--- config.mk ---
export PLATFORM = sky130hd
export DESIGN_NAME = mem_slice_flat
export DESIGN_NICKNAME = d
export VERILOG_FILES = /design/src/rtl/mem_pkg.sv /design/src/rtl/mem_slice_if.sv /design/src/rtl/mem_write_buffer.sv /design/src/rtl/mem_slice.sv /design/src/flat_wrapper.sv
export SDC_FILE = /design/constraint.sdc
export NUM_CORES = 1
export LEC_CHECK = 0
export CORE_MARGIN = 2
export CORE_UTILIZATION = 44
export CTS_CLUSTER_DIAMETER = 50
export DETAILED_ROUTE_END_ITERATION = 12
export GPL_TIMING_DRIVEN = 0
export PLACE_DENSITY = 0.87
export SETUP_SLACK_MARGIN = 0.3
export SLEW_MARGIN = 25
export SYNTH_ARGS = -nofsm -noshare
export SYNTH_HDL_FRONTEND = slang
export SYNTH_HIERARCHICAL = 1
export SYNTH_SLANG_ARGS = --single-unit
--- constraint.sdc ---
create_clock -name clk -period 5 [get_ports clk]
set_input_delay 1.5 -clock clk [delete_from_list [all_inputs] [get_ports clk]]
set_output_delay 1.5 -clock clk [all_outputs]
set_load 0.05 [all_outputs]
--- src/rtl/mem_pkg.sv ---
`default_nettype none
// +--------------------------------------------------------------------------+
// | mem_pkg : shared types and constants for the mem_slice stage             |
// | Rev 1.0                                                                   |
// +--------------------------------------------------------------------------+
package mem_pkg;

  typedef enum logic [1:0] {
    IDLE = 2'd0,
    REQ  = 2'd1,
    WAIT = 2'd2
  } mem_state_e;

  localparam int MEM_RD = 1;
  localparam int MEM_WR = 0;
  localparam int WBW    = 7;

endpackage
`default_nettype wire

--- src/rtl/mem_slice_if.sv ---
`default_nettype none
// +--------------------------------------------------------------------------+
// | mem_slice_if : data-memory req/gnt/rvalid handshake bundle               |
// | Rev 1.0                                                                   |
// +--------------------------------------------------------------------------+
interface mem_slice_if #(
  parameter int AW = 16,
  parameter int DW = 16
);
  logic          req;
  logic          we;
  logic [AW-1:0] addr;
  logic [DW-1:0] wdata;
  logic          gnt;
  logic          rvalid;
  logic [DW-1:0] rdata;

  modport master (output req, we, addr, wdata, input gnt, rvalid, rdata);
  modport slave  (input req, we, addr, wdata, output gnt, rvalid, rdata);
endinterface
`default_nettype wire

--- src/rtl/mem_write_buffer.sv ---
`default_nettype none
// +--------------------------------------------------------------------------+
// | mem_write_buffer : single-entry posted store buffer with hit lookup      |
// | Used only when MEM_WRITE_BUFFER_EN is defined.  Rev 1.0                  |
// +--------------------------------------------------------------------------+
module mem_write_buffer #(
  parameter int AW = 16,
  parameter int DW = 16
) (
  input  logic          clk,
  input  logic          rst,
  input  logic          i_enq,
  input  logic [AW-1:0] i_enq_addr,
  input  logic [DW-1:0] i_enq_data,
  input  logic          i_drain,
  input  logic [AW-1:0] i_lookup_addr,
  output logic          o_valid,
  output logic [AW-1:0] o_addr,
  output logic [DW-1:0] o_data,
  output logic          o_hit
);
  logic          r_valid;
  logic [AW-1:0] r_addr;
  logic [DW-1:0] r_data;

  // Enqueue wins over drain: a full-buffer store enqueues on the drain's grant edge.
  always_ff @(posedge clk or posedge rst) begin
    if (rst) begin
      r_valid <= 1'b0;
      r_addr  <= '0;
      r_data  <= '0;
    end else if (i_enq) begin
      r_valid <= 1'b1;
      r_addr  <= i_enq_addr;
      r_data  <= i_enq_data;
    end else if (i_drain) begin
      r_valid <= 1'b0;
    end
  end

  assign o_valid = r_valid;
  assign o_addr  = r_addr;
  assign o_data  = r_data;
  assign o_hit   = r_valid && (r_addr == i_lookup_addr);
endmodule
`default_nettype wire

--- src/rtl/mem_slice.sv ---
`default_nettype none
// +--------------------------------------------------------------------------+
// | mem_slice : EX/MEM register + data-memory access + MEM/WB register       |
// | Optional posted store buffer: MEM_WRITE_BUFFER_EN.  Rev 1.0              |
// +--------------------------------------------------------------------------+
module mem_slice #(
  parameter int AW  = 16,
  parameter int DW  = 16,
  parameter int WBW = mem_pkg::WBW
) (
  input  logic           clk,
  input  logic           rst,
  input  logic           flush_in,
  input  logic [WBW-1:0] WB_in,
  input  logic [1:0]     M_in,
  input  logic [AW-1:0]  addr_in,
  input  logic [DW-1:0]  data_in,
  input  logic [DW-1:0]  result_in,
  input  logic [2:0]     flags_in,
  mem_slice_if.master    dmem,
  output logic           stall_out,
  output logic [2:0]     flags_prv,
  output logic [WBW-1:0] WB_out,
  output logic [DW-1:0]  mem_rdata,
  output logic [DW-1:0]  result_out
);
  import mem_pkg::*;

  logic [WBW-1:0] r_wb;
  logic [1:0]     r_m;
  logic [AW-1:0]  r_addr;
  logic [DW-1:0]  r_data;
  logic [DW-1:0]  r_result;
  logic [2:0]     r_flags;
  logic [WBW-1:0] r_wb_out;
  logic [DW-1:0]  r_rdata;
  logic [DW-1:0]  r_result_out;

  mem_state_e r_state, w_state_nxt;

  logic          w_mem_op, w_store, w_load;
  logic          w_issue, w_issue_store;
  logic          w_done, w_stall;
  logic          w_req, w_we;
  logic [AW-1:0] w_addr;
  logic [DW-1:0] w_wdata;
  logic [DW-1:0] w_rdata_cap;

  assign w_mem_op = |r_m;
  assign w_store  = r_m[MEM_WR];
  assign w_load   = r_m[MEM_RD] & ~r_m[MEM_WR];

`ifdef MEM_WRITE_BUFFER_EN
  logic          w_buf_valid, w_buf_hit, w_drain_req, w_drain_gnt, w_enq;
  logic [AW-1:0] w_buf_addr;
  logic [DW-1:0] w_buf_data;

  mem_write_buffer #(.AW(AW), .DW(DW)) u_wbuf (
    .clk           (clk),
    .rst           (rst),
    .i_enq         (w_enq),
    .i_enq_addr    (r_addr),
    .i_enq_data    (r_data),
    .i_drain       (w_drain_gnt),
    .i_lookup_addr (r_addr),
    .o_valid       (w_buf_valid),
    .o_addr        (w_buf_addr),
    .o_data        (w_buf_data),
    .o_hit         (w_buf_hit)
  );

  // Loads go to memory only once the buffer is empty, which keeps program order.
  assign w_issue       = w_load & ~w_buf_hit & ~w_buf_valid;
  assign w_issue_store = 1'b0;
  assign w_drain_req   = w_buf_valid & (r_state == IDLE) & ~(w_load & w_buf_hit);
  assign w_drain_gnt   = w_drain_req & dmem.gnt;
  assign w_enq         = w_store & w_done;
`else
  assign w_issue       = w_mem_op;
  assign w_issue_store = w_store;
`endif

  always_ff @(posedge clk or posedge rst) begin
    if (rst) r_state <= IDLE;
    else     r_state <= w_state_nxt;
  end

  always_comb begin
    w_state_nxt = r_state;
    case (r_state)
      IDLE: if (w_issue) w_state_nxt = dmem.gnt ? (w_issue_store ? IDLE : WAIT) : REQ;
      REQ:  if (dmem.gnt) w_state_nxt = w_issue_store ? IDLE : WAIT;
      WAIT: if (dmem.rvalid) w_state_nxt = IDLE;
      default: w_state_nxt = IDLE;
    endcase
  end

  always_comb begin
    w_req       = w_issue & (r_state != WAIT);
    w_we        = w_issue_store;
    w_addr      = r_addr;
    w_wdata     = r_data;
    w_rdata_cap = dmem.rdata;
`ifdef MEM_WRITE_BUFFER_EN
    if (w_drain_req) begin
      w_req   = 1'b1;
      w_we    = 1'b1;
      w_addr  = w_buf_addr;
      w_wdata = w_buf_data;
    end
    if (w_load & w_buf_hit) w_rdata_cap = w_buf_data;
    w_done = ~w_mem_op
           | ((r_state == WAIT) & dmem.rvalid)
           | (w_store & (~w_buf_valid | w_drain_gnt))
           | (w_load & w_buf_hit);
`else
    w_done = ~w_mem_op
           | ((r_state == WAIT) & dmem.rvalid)
           | (w_store & (r_state != WAIT) & dmem.gnt);
`endif
    w_stall = w_mem_op & ~w_done;
  end

  always_ff @(posedge clk or posedge rst) begin
    if (rst) begin
      r_wb     <= '0;
      r_m      <= '0;
      r_addr   <= '0;
      r_data   <= '0;
      r_result <= '0;
      r_flags  <= '0;
    end else if (!w_stall) begin
      r_wb     <= flush_in ? '0 : WB_in;
      r_m      <= flush_in ? 2'b00 : M_in;
      r_addr   <= addr_in;
      r_data   <= data_in;
      r_result <= result_in;
      r_flags  <= flags_in;
    end
  end

  // A stalled cycle emits a bubble; result and load data simply hold.
  always_ff @(posedge clk or posedge rst) begin
    if (rst) begin
      r_wb_out     <= '0;
      r_rdata      <= '0;
      r_result_out <= '0;
    end else if (w_done) begin
      r_wb_out     <= r_wb;
      r_result_out <= r_result;
      if (w_load) r_rdata <= w_rdata_cap;
    end else begin
      r_wb_out <= '0;
    end
  end

  assign dmem.req   = w_req;
  assign dmem.we    = w_we;
  assign dmem.addr  = w_addr;
  assign dmem.wdata = w_wdata;
  assign stall_out  = w_stall;
  assign flags_prv  = r_flags;
  assign WB_out     = r_wb_out;
  assign mem_rdata  = r_rdata;
  assign result_out = r_result_out;
endmodule
`default_nettype wire

--- src/flat_wrapper.sv ---
// flat-port wrapper written by rule: the top's interface ports become plain ports
module mem_slice_flat import mem_pkg::*;
#(
  parameter int AW  = 16,
  parameter int DW  = 16,
  parameter int WBW = mem_pkg::WBW
)
  (clk, rst, flush_in, WB_in, M_in, addr_in, data_in, result_in, flags_in, stall_out, flags_prv, WB_out, mem_rdata, result_out, dmem_req, dmem_we, dmem_addr, dmem_wdata, dmem_gnt, dmem_rvalid, dmem_rdata);
  mem_slice_if #(.AW(AW), .DW(DW)) dmem_i ();
  input  logic clk;
  input  logic rst;
  input  logic flush_in;
  input  logic [WBW-1:0] WB_in;
  input  logic [1:0] M_in;
  input  logic [AW-1:0] addr_in;
  input  logic [DW-1:0] data_in;
  input  logic [DW-1:0] result_in;
  input  logic [2:0] flags_in;
  output logic stall_out;
  output logic [2:0] flags_prv;
  output logic [WBW-1:0] WB_out;
  output logic [DW-1:0] mem_rdata;
  output logic [DW-1:0] result_out;
  output wire logic [$bits(dmem_i.req)-1:0] dmem_req;
  output wire logic [$bits(dmem_i.we)-1:0] dmem_we;
  output wire logic [$bits(dmem_i.addr)-1:0] dmem_addr;
  output wire logic [$bits(dmem_i.wdata)-1:0] dmem_wdata;
  input wire logic [$bits(dmem_i.gnt)-1:0] dmem_gnt;
  input wire logic [$bits(dmem_i.rvalid)-1:0] dmem_rvalid;
  input wire logic [$bits(dmem_i.rdata)-1:0] dmem_rdata;
  assign dmem_req = dmem_i.req;
  assign dmem_we = dmem_i.we;
  assign dmem_addr = dmem_i.addr;
  assign dmem_wdata = dmem_i.wdata;
  assign dmem_i.gnt = dmem_gnt;
  assign dmem_i.rvalid = dmem_rvalid;
  assign dmem_i.rdata = dmem_rdata;
  mem_slice #(.AW(AW), .DW(DW), .WBW(WBW)) u_core (.clk(clk), .rst(rst), .flush_in(flush_in), .WB_in(WB_in), .M_in(M_in), .addr_in(addr_in), .data_in(data_in), .result_in(result_in), .flags_in(flags_in), .dmem(dmem_i), .stall_out(stall_out), .flags_prv(flags_prv), .WB_out(WB_out), .mem_rdata(mem_rdata), .result_out(result_out));
endmodule
==> run notes, run 1 <==
Purpose: to document the outcome of synthesis and place and route.

Setup path
The arrival time of data at the worst endpoint is listed as 3020 ps. Per the OpenROAD timing report, the critical path contains 6 cells. In this design, the largest share of critical-path delay is due to buffers and inverters. For the worst flop-to-flop path, the logic depth is 5. The worst setup path is captured at a primary output.

The end point of the critical path is stall_out. The type of element launching the critical path is a primary input. The setup slack of the most critical reg-to-reg path is around 3300 ps. The required time at the worst endpoint is listed as 3500 ps. Per the timing report, the biggest fanout along the worst path comes to 10. The buffers plus inverters on the worst setup path is 4. The endpoint of the worst register-to-register path is u_core/flags_prv[1]$_DFFE_PP0N_. The worst setup path category is primary input to primary output. The critical path launch point is dmem_gnt.

In this run the critical path is formed by clkdlybuf4s50_1 > nand2_1 > o221ai_2 > buf_2 > inv_1 > dlygate4sd2_1. Per the STA report, the cell with the highest stage delay on the worst path is clkdlybuf4s50_1. In this run the critical register-to-register path is launched from u_core/r_state[1]$_DFFE_PP0P_. The largest single stage delay on the critical path is 510 ps.

STA
The worst hold slack is 490 ps. The final timing summary puts the cycle share of the worst path at 90.5%. The worst-case clock skew is between 15 and 20 ps. The shortest period the worst path allows is 4520 ps. The summed negative setup slack over all endpoints is 0 ps. Looking at the max-slew report, the worst-margin pin has a slew of 547 ps.

Setup repair after global routing left no endpoint under its margin. The max-slew check reports its worst relative slack as 63.4%. The last timing report of the flow puts the setup violation total at 0. For this run, the top clock speed supported by timing is about 220 MHz. Endpoints failing hold in the final report were tallied at 0. In the post-route analysis, the smallest setup slack over all paths is 476 ps. The final max-slew violation count is 0.

Hold path
The class of the tightest hold or removal check is register to register. Counting instances, the worst hold path has a depth of 1.

Die
The well tap count is around 110. The horizontal die size is 101 microns. The number of rows created at floorplan is 35. In this run the count of I/O pins placed on the die edge is 158. According to the floorplan report, the total die area is 0.0102 sq mm. Once the floorplan was initialized, standard cells occupied between 40 and 50% of the core.

Synth
The xor and xnor area share after synthesis is 0%. For reference, full adder, half adder and majority cells occupy 0% of the area reported after synthesis. The per-instance average area after synthesis is around 18 sq um. Summing every instance area after synthesis gives between 0.004 and 0.005 sq mm. The number of synthesized register bits is 101. The share of flip-flops with an asynchronous set or reset after synthesis is 100%.

After synthesis, the share of cell area in mux cells is 30.1%. Per the post-synthesis report, the nets total 315. The synthesis report lists the most area-consuming cells as dfrtp_1 61%, mux2_4 22%, mux2_2 8.4%.

The area share of and-or/or-and cells after synthesis is 0.964%. The post-synth tally of flip-flops with integrated enable is 0. The share of the synthesized area in the top cell type is 60.8%.

The most frequently used flop master after synthesis is dfrtp_1. The biggest area contributor in the post-synthesis netlist is dfrtp_1. In the synthesized netlist, the cells that appear most often are 101 x dfrtp_1, 60 x mux2_4, 31 x mux2_2. The Yosys step of the flow raised 6 warnings. Yosys stat counts 234 cells in the synthesized netlist. Per the synthesis report, the number of distinct cell types is 20.

In this run, the synthesized area fraction spent on and/or/nand/nor cells is recorded as 4.10%. The most frequent cell after synthesis is dfrtp_1. The main combinational cell family by area after synthesis is multiplexers. Synthesis produced 234 cells. Sequential cells were found to cover 60.8% of the synthesized design area. The area reported by Yosys stat is 0.00416 sq mm.

Cells and area
In the layout the tool counted multi-input logic cells amounting to 119. The data-path buffer share of cell area in the final layout is between 20 and 30%. The multi-input combinational cells in the finished layout cover a total of about 0.0015 sq mm. The dominant logic cell type in the layout is clkdlybuf4s50_1.

The count of inverters not on the clock network in the layout is 4. Counting the clock-network buffers in the layout gives 12. The number of antenna diodes in the final layout is 0.

Of the total standard cell area in the layout, the multi-input combinational portion is 24.1%. The final layout contains 484 nets. Leaving out fill and tap cells, the most frequent cells in the layout are 156 x clkdlybuf4s50_1, 101 x dfrtp_1, 60 x mux2_4. The finished cells cover 0.00607 sq mm.

The post-synthesis to final-layout area growth is 46.0%. The filler cells instantiated in the layout total approximately 710. The number of ordinary and repair buffers in the finished layout is 168. The class occupying the most area after layout is reported as flip-flops and latches.

In the final layout, the share of cells above drive strength 1 is between 20% and 30%. After the flow finishes, the layout carries non-filler instances totaling 519. Per the final report, the share of cell area in clock cells is 2.78%.

Job
Per the run summary, max-cap violations total 0. Warnings raised by the tools during the run amount to 26.

Global route
The total global routing overflow is 0. Entering global routing, the biggest net connects 61 pins. The initial antenna violation count is 0.

The first-pass GRT wire length is ~14000 microns. The overall global routing resource usage is 17.2%. The via count of the first global-routing pass came to between 2000 and 3000.

Placement
The tally of buffers added on design ports is 157. The instance area at placement is 0.00590 sq mm. The placed wire-length estimate is 6420 microns. RePlAce ended its routability-driven mode at a weighted congestion of 0.739. The number of instances in the placed design is ~500. The post-placement worst setup slack is 177 ps.

Drt
TritonRoute output was used to compute an average wire per cell of roughly 17 microns. Nets still carrying antenna violations after routing amount to 0. The detailed router placed roughly 2500 vias in this run. After detailed routing, the total wire length is approximately 8600 microns. The number of remaining DRC errors is 0. Using the TritonRoute via totals, the vias-per-cell ratio works out to 4.80. The number of DRC markers after the initial detailed-route iteration is 65. The first detailed-routing pass took 4 iterations.

Clock network
The CTS tree is done. The post-CTS setup-driven buffer insertion count is 0. The cell sitting at the root of the clock tree is a clkbuf_8.

The maximum buffer depth of the clock tree is 2. In the CTS report, the clock slew at the register clock pins of the worst setup and hold paths is listed as 90 ps. The number of gates resized after cts is 1.

In this run the number of H-tree levels came out at 3. The count of hold-fix buffers inserted at cts is 0.

Run status
The flow ran to the end, and the final reports show no timing, DRC or antenna violations.
## run 1: sequential cells by signal, summed over array words and instances, names as in the netlist
register and flops:
u_core/dmem.addr 16, u_core/r_wb 7, u_core/r_m 2, u_core/mem_rdata 16
u_core/flags_prv 3, u_core/dmem.wdata 16, u_core/WB_out 7, u_core/result_out 16
u_core/r_state 2, u_core/r_result 16
## run 1: metal layers
layer | up-vias | part of all wire, % | routed length (microns) | GRT usage, %
met5 | - | 0 | 0 | 0
met4 | 0 | 1.4 | 122 | 5.41
met3 | 12 | 5.2 | 446 | 4.14
met2 | 91 | 52 | 4440 | 29.3
met1 | 1244 | 42 | 3590 | 21.8
li1 | 1143 | - | - | -
## run 1: kinds of logic after synthesis
family / Yosys count
compound gates: 4
buf+inv: 14
flops: 101
mux: 91
simple gates: 24
## run 1: worst min-delay path by stage
stage	startpoint	end	slack (ps)
5_1_grt	u_core/r_wb[2]$_DFFE_PP0N_	u_core/WB_out[2]$_DFF_PP0_	500
3_5_place_dp	u_core/r_wb[3]$_DFFE_PP0N_	u_core/WB_out[3]$_DFF_PP0_	470
3_3_place_gp	u_core/r_wb[0]$_DFFE_PP0N_	u_core/WB_out[0]$_DFF_PP0_	460
6_report	u_core/r_wb[2]$_DFFE_PP0N_	u_core/WB_out[2]$_DFF_PP0_	490
4_1_cts	u_core/r_wb[2]$_DFFE_PP0N_	u_core/WB_out[2]$_DFF_PP0_	490
2_1_floorplan	u_core/r_wb[0]$_DFFE_PP0N_	u_core/WB_out[0]$_DFF_PP0_	450
## run 1: worst reg2reg max path: stages, from the launching register on
cell,delay [ps]
dfrtp_1,440
and2b_4,200
o221ai_2,210
buf_6,250
buf_12,180
mux2_4,310
Run 1, sequential cells grouped by signal name:
Other sequential cells in the stronger gray, the rest of the logic in the fainter gray.
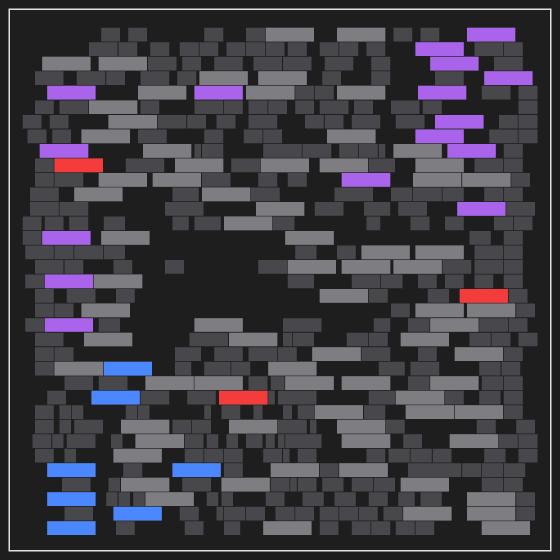
- u_core/r_wb: blue (placed flops 7; where lower left)
- u_core/dmem.wdata: purple (placed flops 16)
- u_core/flags_prv: red (placed flops 3)
- not colored: 75
Seq area share: 41.7%
utilization after layout: 66.0%
FF+latch area: 0.00253 sq mm

Run 1, floorplan with the power grid:
Pins as bars on the die edge.
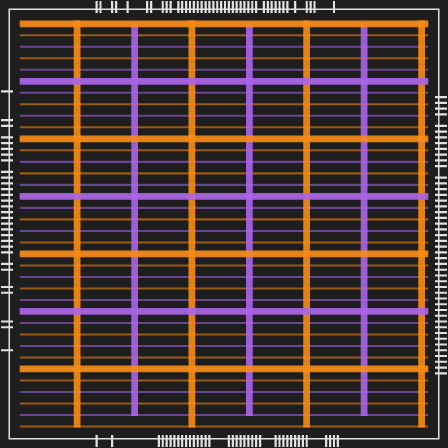
- VDD: purple
- VSS: orange
- met1 rails: 36
- rows: 35
- signal pins: 158
core footprint: 0.00920 sq mm
die height: 101 microns

Run 1, clock nets:
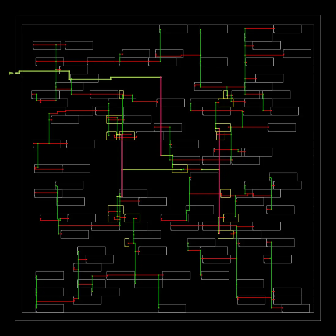
Worst-Skew Late Latency: 350 ps
flop count: 101
TritonCTS buffer count: 9
Sinks on Clock Net: 101

==> run 2: changes to the inputs <==
- PLACE_DENSITY: 0.87 -> 0.8
Run 2, floorplan with the power grid:
Pins as bars on the die edge.
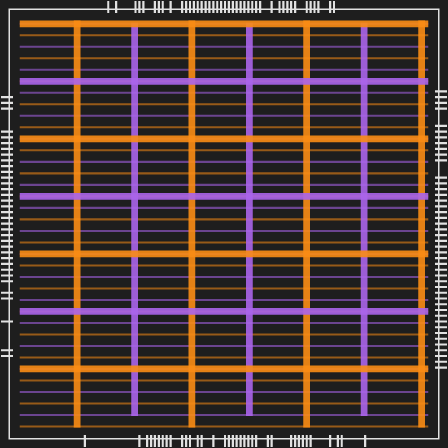
- VSS: orange
- VDD: purple
- signal pins: 158
- met4 straps: 7
- met1 rails: 36
- rows: 35
chip width: 101 microns

==> run 2 against run 1 <==
Net effect: flip-flop count unchanged; register-to-register slack better by 20 ps; critical path type unchanged; design area increased by 0.93%; via count decreased by 0.56%; sequential share of layout area fell by 0.38 points; worst hold slack improved by 1.9 ps.
==> run notes, run 2 <==
Purpose: to document the outcome of synthesis and place and route.

STA
Setup repair after global routing left no endpoint under its margin. The summed negative setup slack over all endpoints was 0 ps (unchanged). The worst-case clock skew is 10.8 ps (-5.58 ps).

The final worst-path setup slack came to 489 ps (+12.6 ps). The worst hold slack is 492 ps (+1.90 ps). The worst max-slew margin expressed relative to the limit was 62.8% (-0.60 points).

The total setup violations reported at the end of the flow was 0 (unchanged). The shortest period the worst path allows was 4510 ps (-12.6 ps). The share of the clock period used by the worst path after layout was 90.2% (-0.25 points). The achievable frequency is 222 MHz (+0.28%). The final tally of hold violations is 0 (unchanged). The slew at the pin closest to its max-slew limit was 556 ps (+8.95 ps). The final max-slew violation count was 0 (unchanged).

Global route
The maximum number of pins on one net before global-route repair came to 62 (+1.6%). The overall global routing resource usage is 16.6% (-0.65 points). The via count of the first global-routing pass is 2677 (-2.9%). The first-pass GRT wire length is 13200 microns (-3.1%). The initial antenna violation count was 0 (unchanged).

The total global routing overflow is 0 (unchanged).

Synth
The post-synth tally of flip-flops with integrated enable came to 0 (unchanged). The number of distinct library cells after synthesis is 20 (unchanged). The area reported by Yosys stat was 0.00416 sq mm (unchanged). The share of the synthesized area in the top cell type is 60.8% (unchanged). Sorting the synthesized cells by area gives the leading types as dfrtp_1 61%, mux2_4 22%, mux2_2 8.4%. The commonest cells after synthesis are 101 x dfrtp_1, 60 x mux2_4, 31 x mux2_2. Summed over all instances, the cell type with the most area after synthesis is dfrtp_1. The net count of the mapped netlist came to 315 (unchanged). The cell area after synthesis is 0.00416 sq mm (unchanged). Among all flip-flop cells after synthesis, the most frequent one is dfrtp_1. The most frequent cell after synthesis is dfrtp_1. The per-instance average area after synthesis is 17.8 sq um (unchanged).

The number of synthesized register bits is 101 (unchanged). The synthesized instance count came to 234 (unchanged). The total of warnings raised by yosys is 6 (unchanged). The number of cells in the yosys synthesis report is 234 (unchanged). The share of flip-flops with an asynchronous set or reset after synthesis is 100% (unchanged). The fraction of the yosys area taken by sequential cells came to 60.8% (unchanged).

Die
The area of the core is 0.00920 sq mm (unchanged). The pre-placement core utilization came to 45.2% (unchanged). The number of ports placed on the die boundary is 158 (unchanged).

The die area was 0.0102 sq mm (unchanged). The number of rows created at floorplan came to 35 (unchanged).

Cells and area
The fraction of final layout cells sized beyond drive strength 1 is 29.9% (+0.49 points). The tally of filler cells in the layout is 688 (-2.8%). The fraction of the core area covered by cells at the end of the flow is 66.6% (+0.61 points). Per the cell usage report, the commonest logic cells after layout are 156 x clkdlybuf4s50_1, 101 x dfrtp_1, 60 x mux2_4. The number of nets in the layout is 484 (unchanged). The cell area after layout is 0.00612 sq mm (+0.93%). The number of diodes added for antenna fixing is 0 (unchanged). The post-synthesis to final-layout area growth is 47.3%.

Placement
The instance area at placement is 0.00590 sq mm (unchanged). The number of instances in the placed design is 503 (unchanged). The post-placement worst setup slack is 205 ps (+28.0 ps). The tally of buffers added on design ports is 157 (unchanged). The placed wire-length estimate is 6020 microns (-6.1%). The weighted congestion at the end of routability-driven global placement came to 0.697 (-5.7%).

Clock network
The clock latency on the worst-skew pair is 350 ps (about the same). The maximum buffer depth of the clock tree is 2 (unchanged). The post-CTS setup-driven buffer insertion count is 0 (unchanged).

The count of hold-fix buffers inserted at cts is 0 (unchanged). The master cell of the clock root buffer is clkbuf_8. The number of levels in the clock H-tree is 3 (unchanged).

The number of clock sinks is 101 (unchanged). The number of CTS-inserted buffers was 9 (unchanged). The CTS tree is done.

The number of gates resized after cts is 1 (unchanged). The clock edge transition at the registers on the reported setup and hold paths is 100 ps (about the same).

Hold path
Checking hold timing, the worst path is listed with class register to register. The startpoint of the lowest-slack hold path is u_core/r_wb[3]$_DFFE_PP0N_. The worst hold endpoint is u_core/WB_out[3]$_DFF_PP0_.

The hold path depth came to 1 (unchanged).

Drt
The total iterations of the first detailed-routing run was 3 (-1). The number of routed nets with antenna violations is 0 (unchanged). The total via count after detailed routing is 2476 (-0.56%). The routed via count divided by cell count is 4.77 (-0.56%).

The number of DRC markers after the initial detailed-route iteration was 22 (-66%). The detailed-route wire length per cell is 16.0 microns (-3.7%). The number of remaining DRC errors is 0 (unchanged). The total wire length after detailed routing is 8290 microns (-3.7%).

Setup path
The setup slack of the most critical reg-to-reg path is 3310 ps (+20 ps). The highest fanout seen on the critical path is 10 (unchanged). The startpoint of the lowest-slack register-to-register path is u_core/r_state[1]$_DFFE_PP0P_.

The length in cells of the worst reg-to-reg path is 5 (unchanged). The worst setup path category is primary input to primary output. STA classifies the critical path endpoint as a primary output.

The type of element launching the critical path is a primary input. The launch point of the critical path was reported as dmem_gnt. The endpoint identified for the worst register-to-register timing path is u_core/r_result[3]$_DFFE_PP0N_. The end point of the critical path is stall_out. The required arrival time at the worst endpoint was 3500 ps (about the same). The data arrival time at the worst-slack endpoint was 3010 ps (about the same).

Job
The number of warnings the tools reported is 26 (unchanged). The count of maximum capacitance violations is 0 (unchanged).

Run status
The flow ran to the end, and the final reports show no timing, DRC or antenna violations.
Run 2, selected gate families:
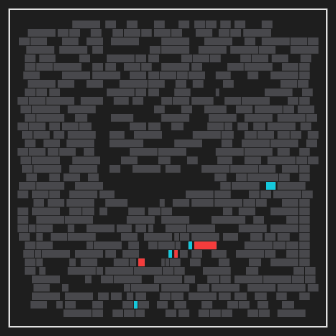
- nand cells: red (cells 3)
- inv cells: cyan (cells 4; where bottom center)
most common library cell in the layout ignoring fill and taps: clkdlybuf4s50_1
count of placed standard cells in the final layout, fillers left out: 519

## run 2: netlist changes by cell type in the layout (fill, tap and decap cells not counted)
cell | previous run | this run
inv_6 | 2 | 1
clkinvlp_4 | 1 | 2
clkinv_4 | 2 | 1
clkbuf_8 | 9 | 10
clkbuf_1 | 3 | 1
bufinv_16 | 0 | 2
## run 2: final cells by class
| cell class | instances | area, sq um | share of cell area, % |
|---|---|---|---|
| well taps | 111 | 139 | 2.27 |
| repair buffers | 158 | 1600 | 26.1 |
| inverters | 4 | 20.0 | 0.327 |
| flip-flops and latches | 101 | 2530 | 41.3 |
| clock inverters | 5 | 83.8 | 1.37 |
| multi-input cells | 119 | 1460 | 23.9 |
| plain buffers | 10 | 153 | 2.49 |
| clock buffers | 11 | 141 | 2.31 |
## run 2: cell families (layout without fill, tap and decap cells)
family          Yosys count  count (layout)  share of synthesized area [%]
compound gates            4               4                          0.964
simple gates             24              24                           4.10
flops                   101             101                           60.8
buf+inv                  14             188                           4.03
mux                      91              91                           30.1
## run 2: worst max-delay path, stage by stage
cell and delay [ps]:
clkdlybuf4s50_1 510, nand2_1 80, o221ai_2 200, buf_2 250
inv_1 50, dlygate4sd2_1 420
## run 2: per-layer routing
layer / vias up / GRT usage [%] / part of all wire [%]
li1: 1145 / - / -
met3: 9 / 3.73 / 6.1
met4: 0 / 6.34 / 1.3
met2: 88 / 27.3 / 49
met5: - / 0 / 0
met1: 1234 / 21.5 / 43
==> run 3: changes to the inputs <==
- PLACE_DENSITY: 0.8 -> default
- PLACE_DENSITY_LB_ADDON: default -> 0.2
Run 3, selected gate families:
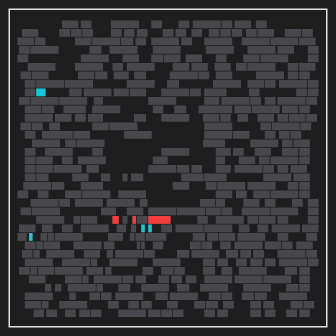
- nand cells: red (cells 3)
- inv cells: cyan (cells 4)
combinational share of cell area: 23.9%

Run 3, M1 wires:
Supply wires on this layer in gray.
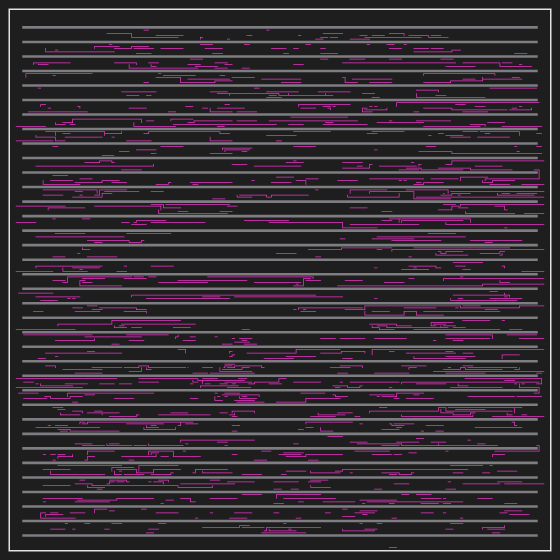
- share of all routed wire: 47%
- main direction: horizontal
- wire length on this layer: 3930 microns
- longest straight run: 34.5 microns
total vias in the final route: 2474
GR Layer Usage met1: 23.4%

==> run 3 against run 2 <==
Net effect: fmax fell by 0.69%; flip-flop count did not move; setup slack got worse by 32 ps; worst hold slack got worse by 4.9 ps; clock-buffer cell count did not move; non-clock buffer count did not move; clock skew rose by 0.74 ps; critical path depth did not move; critical endpoint unchanged.
==> run notes, run 3 <==
Purpose: to document the outcome of synthesis and place and route.

Run status
The flow ran to the end, and the final reports show no timing, DRC or antenna violations.

Global route
The initial antenna violation count is 0 (unchanged). The via count of the first global-routing pass was 2535 (-5.3%). The total global routing overflow is 0 (unchanged). The maximum number of pins on one net before global-route repair is 57 (-8.1%). The first-pass GRT wire length is 12900 microns (-2.1%). The overall global routing resource usage is 16.3% (-0.27 points).

Synth
The post-synth tally of flip-flops with integrated enable was 0 (unchanged). Among the non-sequential cells, multiplexers take the most area. The synthesized instance count is 234 (unchanged).

The xor and xnor area share after synthesis is 0% (unchanged). The per-instance average area after synthesis came to 17.8 sq um (unchanged). The fraction of synthesized area in multiplexers came to 30.1% (unchanged). The area share of and-or/or-and cells after synthesis is 0.964% (unchanged). The cell area after synthesis was 0.00416 sq mm (unchanged). The most frequent cell after synthesis is dfrtp_1. The main area contributors are dfrtp_1 61%, mux2_4 22%, mux2_2 8.4%. The number of distinct library cells after synthesis came to 20 (unchanged). The most frequently used flop master after synthesis is dfrtp_1. After synthesis, the most frequently instantiated cells are 101 x dfrtp_1, 60 x mux2_4, 31 x mux2_2. The adder and majority gate portion of the synthesized area is 0% (unchanged). The share of the synthesized area in the top cell type is 60.8% (unchanged). The area reported by Yosys stat is 0.00416 sq mm (unchanged). The simple logic cell fraction of the synthesized area came to 4.10% (unchanged). The number of cells in the yosys synthesis report came to 234 (unchanged). The total of warnings raised by yosys is 6 (unchanged). The fraction of the yosys area taken by sequential cells is 60.8% (unchanged). The share of flip-flops with an asynchronous set or reset after synthesis is 100% (unchanged). The largest area contributor in the netlist is dfrtp_1.

The net count of the mapped netlist was 315 (unchanged). The number of synthesized register bits is 101 (unchanged).

Placement
The number of instances in the placed design is 503 (unchanged). The tally of buffers added on design ports is 157 (unchanged). The post-placement worst setup slack is 189 ps (-16.7 ps). The weighted congestion at the end of routability-driven global placement is 0.717 (+2.9%). The instance area at placement came to 0.00590 sq mm (unchanged).

The placed wire-length estimate was 6010 microns (-0.18%).

STA
The worst max-slew margin expressed relative to the limit is 63.5% (+0.71 points). The summed negative setup slack over all endpoints was 0 ps (unchanged). The worst hold slack was 487 ps (-4.93 ps). The share of the clock period used by the worst path after layout is 90.9% (+0.63 points). The worst-case clock skew came to 11.5 ps (+0.738 ps).

The shortest period the worst path allows came to 4540 ps (+31.6 ps). The final max-slew violation count is 0 (unchanged). Setup repair after global routing left no endpoint under its margin.

The achievable frequency is 220 MHz (-0.69%). The slew at the pin closest to its max-slew limit is 545 ps (-10.6 ps). The total setup violations reported at the end of the flow is 0 (unchanged). The final worst-path setup slack is 457 ps (-31.6 ps). The final tally of hold violations is 0 (unchanged).

Die
The die boundary height is around 100 microns. The number of rows created at floorplan is 35 (unchanged). The die area is 0.0102 sq mm (unchanged).

The number of ports placed on the die boundary was 158 (unchanged). The pre-placement core utilization is 45.2% (unchanged). The area of the core was 0.00920 sq mm (unchanged). The horizontal die size is 101 microns (unchanged).

Drt
The total wire length after detailed routing came to 8320 microns (+0.43%). The detailed-route wire length per cell is 16.0 microns (+0.43%). The number of remaining DRC errors is 0 (unchanged).

The number of routed nets with antenna violations is 0 (unchanged). The routed via count divided by cell count was 4.77 (about the same). The number of DRC markers after the initial detailed-route iteration is 36 (+64%).

The total iterations of the first detailed-routing run is 4 (+1).

Clock network
The maximum buffer depth of the clock tree was 2 (unchanged). The post-CTS setup-driven buffer insertion count is 0 (unchanged). The clock edge transition at the registers on the reported setup and hold paths was 100 ps (about the same). The number of clock sinks came to 101 (unchanged). The clock latency on the worst-skew pair is 350 ps (about the same).

The number of CTS-inserted buffers is 9 (unchanged). The CTS tree is done. The master cell of the clock root buffer is clkbuf_8. The number of levels in the clock H-tree is 3 (unchanged).

Job
The number of warnings the tools reported is 26 (unchanged). The count of maximum capacitance violations was 0 (unchanged).

Hold path
The class of the tightest hold or removal check is register to register.

Cells and area
Among logic cells in the layout, the one with the most instances is clkdlybuf4s50_1. The fraction of final layout cells sized beyond drive strength 1 is 30.1% (+0.25 points). The tally of filler cells in the layout is 695 (+1.0%). The number of nets in the layout is 484 (unchanged). The number of diodes added for antenna fixing was 0 (unchanged).

Between the synthesized netlist and the finished layout, the area growth was recorded as 47.1%. The final non-filler cell total was 519 (unchanged). Per the cell usage report, the commonest logic cells after layout are 156 x clkdlybuf4s50_1, 101 x dfrtp_1, 60 x mux2_4. The fraction of the core area covered by cells at the end of the flow is 66.5% (-0.095 points). The cell area after layout is 0.00611 sq mm (-0.14%).

Setup path
The type of element launching the critical path is a primary input. The worst setup path is of the primary input to primary output kind. The required arrival time at the worst endpoint was 3500 ps (about the same).

The highest fanout seen on the critical path is 10 (unchanged). The data arrival time at the worst-slack endpoint is 3040 ps (+30 ps). The nature of the critical path endpoint is a primary output.
run 3: cell counts after synthesis:
No cell type changed its count.
run 3: per-layer routing:
metal  global-route usage [%]  up-vias  part of all wire [%]
met5                        0        -                     0
met4                     5.61        0                  0.96
met3                     3.52        5                   6.0
met2                     24.8       95                    46
met1                     23.4     1230                    47
li1                         -     1144                     -
run 3: worst max-delay path: stages:
cell and delay [ps]:
clkdlybuf4s50_1 540, nand2_1 80, o221ai_2 200, buf_2 250
inv_1 50, dlygate4sd2_1 420
run 3: layout make-up:
| type | count | area (sq um) | share of cell area (%) |
|---|---|---|---|
| inverters | 4 | 20.0 | 0.327 |
| clock buffers | 11 | 151 | 2.48 |
| clock inverters | 5 | 65.1 | 1.06 |
| flip-flops and latches | 101 | 2530 | 41.3 |
| multi-input cells | 119 | 1460 | 23.9 |
| plain buffers | 10 | 153 | 2.50 |
| repair buffers | 158 | 1600 | 26.1 |
| well taps | 111 | 139 | 2.27 |
run 3: final timing paths:
| kind | endpoint | cells after the start | start | slack, ps |
|---|---|---|---|---|
| hold / removal | u_core/WB_out[1]$_DFF_PP0_ | 1 | u_core/r_wb[1]$_DFFE_PP0N_ | 490 |
| setup / recovery | stall_out | 6 | dmem_gnt | 460 |
| max in group asynchronous | u_core/dmem.addr[6]$_DFFE_PP0N_ | 3 | rst | 2830 |
| hold reg to reg | u_core/WB_out[1]$_DFF_PP0_ | 1 | u_core/r_wb[1]$_DFFE_PP0N_ | 490 |
| min in group asynchronous | u_core/WB_out[1]$_DFF_PP0_ | 2 | rst | 1560 |
| setup reg to reg | u_core/mem_rdata[8]$_DFFE_PP0P_ | 4 | u_core/r_state[0]$_DFFE_PP0P_ | 3300 |
run 3: repair_timing:
action | 4_1_cts | 5_1_grt
resized | 1 | 0
endpoints found under the setup margin | 1 | 0
hold buffers | 0 | 0
